### The clock network, run 1

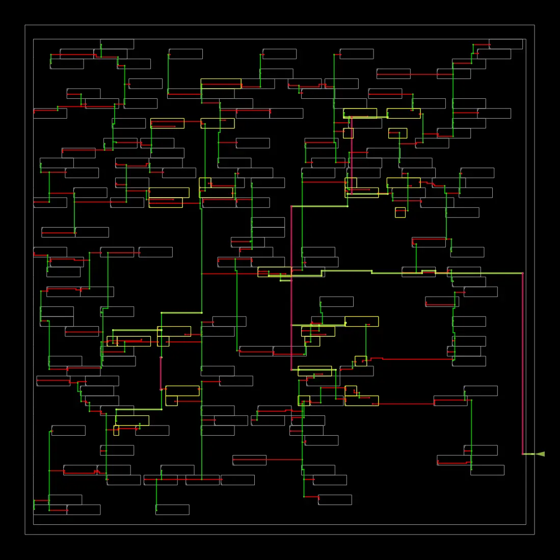
### M2 wires, run 1

(3 px per um) Cells faint in the background.
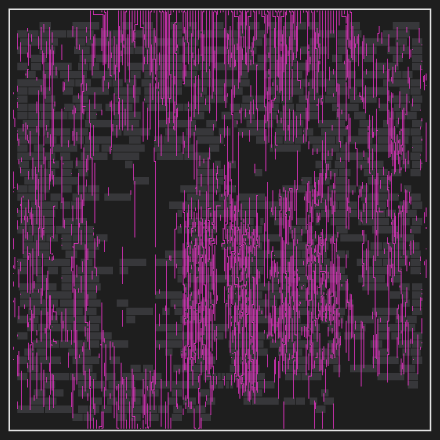
### Cell classes on the final placement, run 1

(3 px per um) Fill, decap, tap and diode cells in grey.
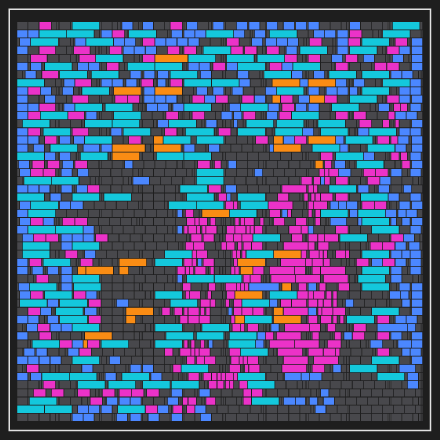
**src/rtl/hsv_core_pkg.sv**
```systemverilog
// hsv_core_pkg: decoded-instruction types and unit count shared by issue and commit.
package hsv_core_pkg;
  localparam int NUM_UNITS = 5;
  localparam int NUM_REGS = 32;
  typedef struct packed {
    logic [4:0] rs1_addr;
    logic [4:0] rs2_addr;
    logic [4:0] rd_addr;
    logic       writes_rd;
  } common_data_t;
  // Packed MSB-first, so alu lands on bit 0 of the dispatch vector.
  typedef struct packed {
    logic ctrlstatus;
    logic branch;
    logic mem;
    logic foo;
    logic alu;
  } exec_select_t;
  typedef struct packed {
    logic       illegal;
    logic [3:0] op;
  } alu_data_t;
  typedef struct packed {
    common_data_t common;
    exec_select_t exec_select;
    alu_data_t    alu_data;
    logic [31:0]  imm;
  } issue_data_t;
endpackage

```
**src/rtl/hsv_core_issue_scoreboard.sv**
```systemverilog
// hsv_core_issue_scoreboard: pending-writeback vector with RAW/WAW hazard detection.
module hsv_core_issue_scoreboard
  import hsv_core_pkg::*;
(
  input  logic                clk_core,
  input  logic                rst_core_n,
  input  logic                flush,
  input  logic                valid,
  input  common_data_t        common,
  input  logic                set_en,
  input  logic                wb_valid_i,
  input  logic [4:0]          wb_rd_i,
  output logic                hazard,
  output logic [NUM_REGS-1:0] pending
);
  logic [NUM_REGS-1:0] set_mask, clr_mask, pend_chk;
  logic [NUM_REGS-1:1] pend_q;
  assign set_mask = set_en & common.writes_rd ? NUM_REGS'(1) << common.rd_addr : '0;
  assign clr_mask = wb_valid_i ? NUM_REGS'(1) << wb_rd_i : '0;
  assign pending = {pend_q, 1'b0};
`ifdef HSV_ISSUE_BYPASS_EN
  assign pend_chk = pending & ~clr_mask;
`else
  assign pend_chk = pending;
`endif
  assign hazard = valid & (pend_chk[common.rs1_addr] | pend_chk[common.rs2_addr] |
                           (common.writes_rd & pend_chk[common.rd_addr]));
  // Set is OR-ed after the clear so a same-cycle set wins; x0 never stored.
  always_ff @(posedge clk_core or negedge rst_core_n)
    if (!rst_core_n) pend_q <= '0;
    else pend_q <= flush ? '0 : (pend_q & ~clr_mask[NUM_REGS-1:1]) | set_mask[NUM_REGS-1:1];
endmodule

```
**src/rtl/hsv_core_issue.sv**
```systemverilog
// hsv_core_issue: scoreboarded single-slot issue stage with flush handshake.
// Optional HSV_ISSUE_BYPASS_EN lets an instruction issue in its operand's writeback cycle.
module hsv_core_issue
  import hsv_core_pkg::*;
(
  input  logic                 clk_core,
  input  logic                 rst_core_n,
  input  logic                 flush_req,
  output logic                 flush_ack,
  output logic                 ready_o,
  input  logic                 valid_i,
  input  issue_data_t          issue_data,
  output logic [4:0]           rf_rs1_addr_o,
  output logic [4:0]           rf_rs2_addr_o,
  input  logic [31:0]          rf_rs1_data_i,
  input  logic [31:0]          rf_rs2_data_i,
  input  logic                 wb_valid_i,
  input  logic [4:0]           wb_rd_i,
  output logic [NUM_UNITS-1:0] dispatch_valid_o,
  input  logic [NUM_UNITS-1:0] dispatch_ready_i,
  output issue_data_t          dispatch_data_o,
  output logic [31:0]          rs1_value_o,
  output logic [31:0]          rs2_value_o
);
  localparam logic [0:0] ST_RUN = 1'b0;
  localparam logic [0:0] ST_FLUSH = 1'b1;
  logic [0:0] state;
  logic out_valid, hazard, slot_free, flush_active, accept, set_en;
  issue_data_t out_data;
  logic [31:0] rs1_q, rs2_q;
  logic [NUM_REGS-1:0] pending;
  assign rf_rs1_addr_o = issue_data.common.rs1_addr;
  assign rf_rs2_addr_o = issue_data.common.rs2_addr;
  // The cycle after flush_req drops is still FLUSH, so it blocks accepts too.
  assign flush_active = flush_req | (state == ST_FLUSH);
  assign dispatch_valid_o = out_valid ? out_data.exec_select : '0;
  assign slot_free = ~out_valid | (|(dispatch_valid_o & dispatch_ready_i));
  assign ready_o = ~hazard & slot_free & ~flush_active;
  assign accept = valid_i & ready_o;
  assign set_en = accept & ~(issue_data.exec_select.alu & issue_data.alu_data.illegal);
  assign dispatch_data_o = out_data;
  assign rs1_value_o = rs1_q;
  assign rs2_value_o = rs2_q;
  hsv_core_issue_scoreboard u_scoreboard (
    .clk_core  (clk_core),
    .rst_core_n(rst_core_n),
    .flush     (flush_active),
    .valid     (valid_i),
    .common    (issue_data.common),
    .set_en    (set_en),
    .wb_valid_i(wb_valid_i),
    .wb_rd_i   (wb_rd_i),
    .hazard    (hazard),
    .pending   (pending)
  );
  always_ff @(posedge clk_core or negedge rst_core_n)
    if (!rst_core_n) begin
      state <= ST_RUN;
      flush_ack <= 1'b1;
    end else begin
      state <= flush_req ? ST_FLUSH : ST_RUN;
      flush_ack <= flush_req;
    end
  always_ff @(posedge clk_core or negedge rst_core_n)
    if (!rst_core_n) out_valid <= 1'b0;
    else out_valid <= ~flush_active & (accept | ~slot_free);
  always_ff @(posedge clk_core or negedge rst_core_n)
    if (!rst_core_n) begin
      out_data <= '0;
      rs1_q <= '0;
      rs2_q <= '0;
    end else if (accept) begin
      out_data <= issue_data;
      rs1_q <= rf_rs1_data_i;
      rs2_q <= rf_rs2_data_i;
    end
endmodule

```
**config.mk**
```make
export PLATFORM = sky130hd
export DESIGN_NAME = hsv_core_issue
export DESIGN_NICKNAME = d
export VERILOG_FILES = /design/src/rtl/hsv_core_pkg.sv /design/src/rtl/hsv_core_issue_scoreboard.sv /design/src/rtl/hsv_core_issue.sv
export SDC_FILE = /design/constraint.sdc
export NUM_CORES = 1
export LEC_CHECK = 0
export CORE_MARGIN = 2
export CORE_UTILIZATION = 40
export DETAILED_ROUTE_END_ITERATION = 6
export GPL_ROUTABILITY_DRIVEN = 0
export GPL_TIMING_DRIVEN = 0
export PLACE_DENSITY = 0.73
export SLEW_MARGIN = 30
export SYNTH_ARGS = -nofsm -noshare
export SYNTH_HDL_FRONTEND = slang
export SYNTH_SLANG_ARGS = --single-unit
```
**constraint.sdc**
```tcl
create_clock -name clk_core -period 2.9 [get_ports clk_core]
set_input_delay 0.435 -clock clk_core [delete_from_list [all_inputs] [get_ports clk_core]]
set_output_delay 0.435 -clock clk_core [all_outputs]
set_load 0.03 [all_outputs]
```
==> GITHUB_STEP_SUMMARY, run 1 <==
## Synthesis and layout report

| Metric | Value |
|---|---|
| Status | `complete, no violations` |
| Share of cells above drive strength 1 | `between 20% and 30%` |
| Avg WL per Cell | `19.4 um` |
| Logic area | `around 0.0032 mm2` |
| # setup viols final | `0` |
| Drt first pass iters | `5` |
| RSZ-0062 raised after global routing | `true` |
| FP Core Util | `around two fifths` |
| Crit-path cells | `buf_4 > mux4_2 > mux2i_4 > nor3_2 > nor3_2 > nand4_2 > a21oi_2 > buf_6` |
| Crit path required time | `2470 ps` |
| CP max stage cell | `mux4_2` |
| GRT overflow | `0` |
| Synth warnings | `0` |
| # IOs | `276` |
| CP arrival | `roughly 2500 ps` |
| Achievable Freq | `347 MHz` |
| Post-synth EDFFs | `0` |
| Core footprint | `~0.018 mm2` |
| Yosys Instances | `between 500 and 600` |
| CP bufs+invs | `2` |
| R2R Setup Slk | `approximately 110 ps` |
| Flops after synth | `156` |
| Placed insts | `1045` |
| Synthesized instance count | `~540` |
| CP Capture Type | `output pin` |
| Area leader, netlist | `dfrtp_1` |
| CP top delay family | `multiplexers` |
| Hold Fails Final Rpt | `0` |
| Layout area overhead | `51.8%` |
| Clock root cell | `clkbuf_16` |
| Final Non-Filler Cells | `about 1.1k` |
| Clk slew on worst S/H paths | `around 60 ps` |
| Die Ht | `140 um` |
| Max Transition Viols Final | `0` |
| Async SR Flop Fraction | `100%` |
| Fin util | `between 60% and 70%` |
| Post-route minimum period | `2880 ps` |
Notes on 'The clock network' above:
TritonCTS Buffers: 17
clk ins delay skew pair: 420 ps
P_clk: 2.25 mW

Notes on 'M2 wires' above:
share of all routed wire	49%
nets with wire on the layer	918
longest straight run	47.4 um
wire length on this layer	10400 um
main direction	vertical
met2 usage: 37.3%
via count: 5842
final WL: 21200 um

Notes on 'Cell classes on the final placement' above:
class	colour	cells	share of their area
other buffers and delay cells	blue	327	29%
flip-flops	cyan	156	36%
clock drivers and dummy loads	orange	32	5.5%
all other logic	magenta	346	30%

## run 1: repair_timing
item,4_1_cts,5_1_grt
endpoints found under the setup margin,154,102
gates resized,29,9
hold buffers,1,0
setup buffers,9,3
pin swaps,4,6
hold endpoints to repair,50,0
## run 1: worst paths after layout
| kind | start | to | depth (start not counted) |
|---|---|---|---|
| setup / recovery | u_scoreboard.pend_q[8] | ready_o | 8 |
| hold / removal | rs1_value_o[27] | rs1_value_o[27] | 1 |
| setup reg to reg | u_scoreboard.pend_q[8] | rs2_value_o[21] | 10 |
| hold reg to reg | rs1_value_o[27] | rs1_value_o[27] | 1 |
| max in group asynchronous | rst_core_n | rs2_value_o[11] | 4 |
| min in group asynchronous | rst_core_n | dispatch_data_o[51] | 2 |
## run 1: final cells by class
cell class                      count  area share [%]
Inverter                            2          0.0670
Clock inverter                     13            1.38
Multi-Input combinational cell    344            28.8
Tap cell                          229            2.56
Clock buffer                       19            3.95
Timing Repair Buffer              286            25.6
Buffer                             41            2.77
Sequential cell                   156            34.8
## run 1: synthesized netlist by cell type, drive strengths merged, types with 6 or more instances
cell / number
nand3b: 7
mux2i: 13
mux4: 17
and2: 6
nor2: 44
nand2: 18
buf: 33
a21o: 30
mux2: 126
dfrtp: 155
nor2b: 6
o211a: 30
clkbuf: 8
nand3: 8
## run 1: flip-flops by register name, summed over array words and instances, names as in the netlist
register,cells
u_scoreboard.pend_q,31
rs1_value_o,32
out_valid,1
dispatch_data_o,58
state,1
rs2_value_o,32
flush_ack,1
## run 1: cells in the final DEF, fill, tap and decap left out, types with 7 or more instances in the layout
master,Yosys,routed
nand3_1,8,8
clkbuf_16,0,17
nand3b_1,7,7
clkbuf_1,8,9
clkdlybuf4s50_1,0,263
mux2_1,29,29
mux2i_1,13,10
dfrtp_1,155,155
a21o_1,30,30
mux4_2,17,17
o211a_1,30,30
nor2_1,43,42
mux2_4,10,10
mux2_2,87,87
buf_4,19,32
nand2_1,18,18
## run 1: kinds of logic (layout without fill, tap and decap cells)
family | Yosys count | in the layout | share of synthesized area (%)
DFF | 156 | 156 | 52.9
buffers and inverters | 43 | 361 | 3.98
and+or+nand+nor | 107 | 107 | 7.32
AOI/OAI and AO/OA | 81 | 81 | 9.16
muxes | 156 | 156 | 26.7
## run 1: metrics by stage
step / cell area, um2 / TNS, ps / power, mW
5_1_grt: 11200 / -132 / 8.54
2_1_floorplan: 7390 / 0 / 4.50
3_3_place_gp: 10400 / -856240 / 5.90
6_report: 11200 / 0 / 8.18
4_1_cts: 11200 / 0 / 8.27
3_5_place_dp: 10400 / -130640 / 5.98
## run 1: layer usage
metal  share of wire [%]  routed length (um)  up-vias
met3                 8.7                1850       54
met1                  39                8150     2857
met4                 3.5                 742        0
met5                   0                   0        -
met2                  49               10400      331
li1                    -                   -     2600
## run 1: report_power, final
group | internal (mW) | total (mW) | switching [mW] | leakage, nW
Sequential | 2.67 | 2.93 | 0.268 | 1.93
Combinational | 1.41 | 3.00 | 1.59 | 2.88
Clock | 1.31 | 2.25 | 0.939 | 0.283
==> inputs of run 2 (changes only) <==
--- a/config.mk
+++ b/config.mk
@@ -7,6 +7,7 @@
 export LEC_CHECK = 0
 export CORE_MARGIN = 2
 export CORE_UTILIZATION = 40
+export CTS_CLUSTER_DIAMETER = 40
 export DETAILED_ROUTE_END_ITERATION = 6
 export GPL_ROUTABILITY_DRIVEN = 0
 export GPL_TIMING_DRIVEN = 0
### Cell classes on the final placement, run 2

(3 px per um) Fill, decap, tap and diode cells in grey.
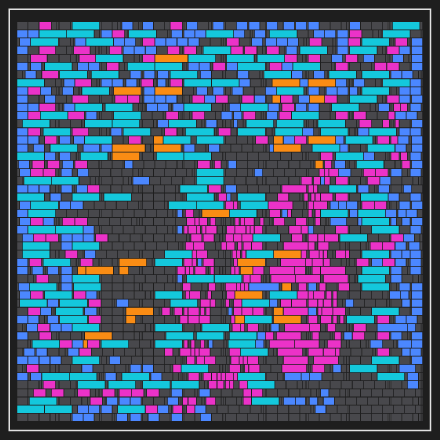
class	colour	cells	share of their area
clock drivers and dummy loads	orange	32	5.5%
other buffers and delay cells	blue	327	29%
all other logic	magenta	346	30%
flip-flops	cyan	156	36%

### Clock network drawn from the DEF, run 2

(4 px per um)
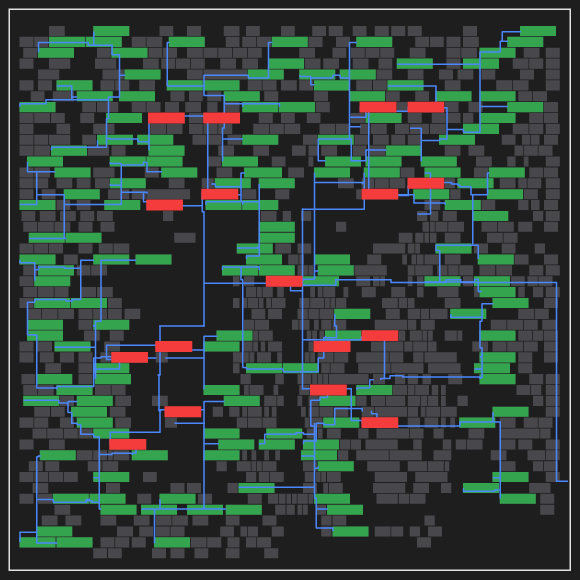
[cells driving clock nets] red | count: 17
[flip-flops] green | count: 156
[clock wires] blue | length: 1970 um
flops lie	all over the die

==> run 2 against run 1 <==
Net effect:
- sequential cell count did not move
- first-iteration DRC count did not move
- largest cell class unchanged
- critical path type unchanged
- register-to-register slack barely moved
- non-clock buffer count did not move
==> GITHUB_STEP_SUMMARY, run 2 <==
## Synthesis and layout report

| Metric | Value |
|---|---|
| Status | `complete, no violations` |
| Final WL | `21200 um (unchanged)` |
| Switching power | `2.80 mW (unchanged)` |
| # IOs | `276 (unchanged)` |
| Count leader, synth | `dfrtp_1` |
| Via count | `5842 (unchanged)` |
| Final Instance Area | `0.0112 mm2 (unchanged)` |
| Post-synth EDFFs | `0 (unchanged)` |
| Clock power frac | `27.5% (about the same)` |
| TritonCTS Buffers | `17 (unchanged)` |
| Area leader, netlist | `dfrtp_1` |
| Internal power | `5.39 mW (unchanged)` |
| Clk ins delay skew pair | `420 ps (about the same)` |
| Most instantiated logic cells after routing | `clkdlybuf4s50_1, dfrtp_1, mux2_2` |
| RSZ-0062 raised after global routing | `true` |
| Combinational share of power | `36.7% (about the same)` |
| GRT overflow | `0 (unchanged)` |
| Post-route minimum period | `2880 ps (unchanged)` |
| Hold Fails Final Rpt | `0 (unchanged)` |
| Clk slew on worst S/H paths | `60 ps (about the same)` |
| Max Transition Viols Final | `0 (unchanged)` |
| Logic area | `0.00323 mm2 (unchanged)` |
| CP arrival | `2450 ps (about the same)` |
| Clock root cell | `clkbuf_16` |
| Final Non-Filler Cells | `1090 (unchanged)` |
| FP Core Util | `41.0% (unchanged)` |
| Synth warnings | `0 (unchanged)` |
| R2R Setup Slk | `110 ps (about the same)` |
| Share of cells above drive strength 1 | `24.5% (unchanged)` |
| Placed insts | `1045 (unchanged)` |
| Achievable Freq | `347 MHz (unchanged)` |
| Placed cell areas | `0.0104 mm2 (unchanged)` |
| # setup viols final | `0 (unchanged)` |
| Pwr Total | `8.18 mW (unchanged)` |
| Synthesized instance count | `543 (unchanged)` |
| Core footprint | `0.0180 mm2 (unchanged)` |
| Seq pwr share | `35.9% (about the same)` |
| Flops after synth | `156 (unchanged)` |
| Commonest Layout Cell | `clkdlybuf4s50_1` |
| Crit path required time | `2470 ps (about the same)` |
| Sw frac | `34.2% (unchanged)` |
### I/O pins on the die edge, run 2

(2 px per um) Pins as bars across the die edge, other pins in grey.
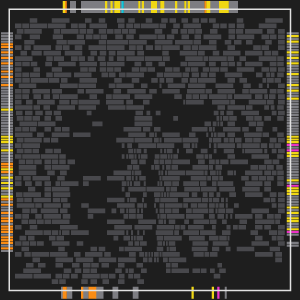
port	colour	pins	direction	edge
rf_rs2_addr_o	magenta	5	output	4 east, 1 south
rf_rs1_data_i	orange	32	input	23 west, 7 south, 2 north
issue_data	yellow	58	input	23 east, 23 north, 10 west, 2 south
flush_req	cyan	1	input	north
all pins by edge	90 north, 81 west, 77 east, 28 south
Die Ht: 140 um
buffers added on ports: 271
die width: 140 um

run 2: cell counts in the layout (fill, tap and decap cells not counted):
Identical to the previous run, type by type.
run 2: worst paths after layout:
kind / endpoint / startpoint / cells past startpoint
max: ready_o / u_scoreboard.pend_q[8] / 8
min: rs1_value_o[27] / rs1_value_o[27] / 1
max reg2reg: rs2_value_o[21] / u_scoreboard.pend_q[8] / 10
min reg2reg: rs1_value_o[27] / rs1_value_o[27] / 1
max in group asynchronous: rs2_value_o[11] / rst_core_n / 4
min in group asynchronous: dispatch_data_o[51] / rst_core_n / 2
run 2: final cells by class:
class | count | share of cell area (%)
Inverter | 2 | 0.0670
Buffer | 41 | 2.77
Clock inverter | 13 | 1.38
Timing Repair Buffer | 286 | 25.6
Clock buffer | 19 | 3.95
Sequential cell | 156 | 34.8
Multi-Input combinational cell | 344 | 28.8
Tap cell | 229 | 2.56
run 2: layer usage:
metal	vias up	share of wire (%)	global-route usage (%)
li1	2600	-	-
met1	2857	39	25.2
met2	331	49	37.3
met3	54	8.7	7.60
met4	0	3.5	9.16
met5	-	0	0
run 2: what timing repair did:
action,in CTS,in global routing
pin swaps,4,6
setup endpoints to repair,154,102
buffers inserted,9,3
hold buffers,1,0
resized,29,9
cloned,0,0
endpoints found under the hold margin,50,0
run 2: cell families after synthesis:
family | after synthesis | synth area share [%]
AND-OR/OR-AND | 81 | 9.16
multiplexers | 156 | 26.7
flip-flops | 156 | 52.9
AND/OR/NAND/NOR | 107 | 7.32
buffers and inverters | 43 | 3.98
run 2: critical path: stages, from the launching register on:
cell and delay, ps:
dfrtp_1 400, buf_4 150, mux4_2 490, mux2i_4 180, nor3_2 70, nor3_2 220
nand4_2 180, a21oi_2 190, buf_6 150
run 2: power groups by stage:
stage,Combinational [mW],Sequential (mW),Clock [mW]
2_1_floorplan,0.578,3.93,0
3_3_place_gp,2.96,2.94,0
3_5_place_dp,3.01,2.98,0
4_1_cts,3.03,2.94,2.30
5_1_grt,3.13,3.00,2.40
6_report,3.00,2.93,2.25
Power and IR drop assume default switching activity.
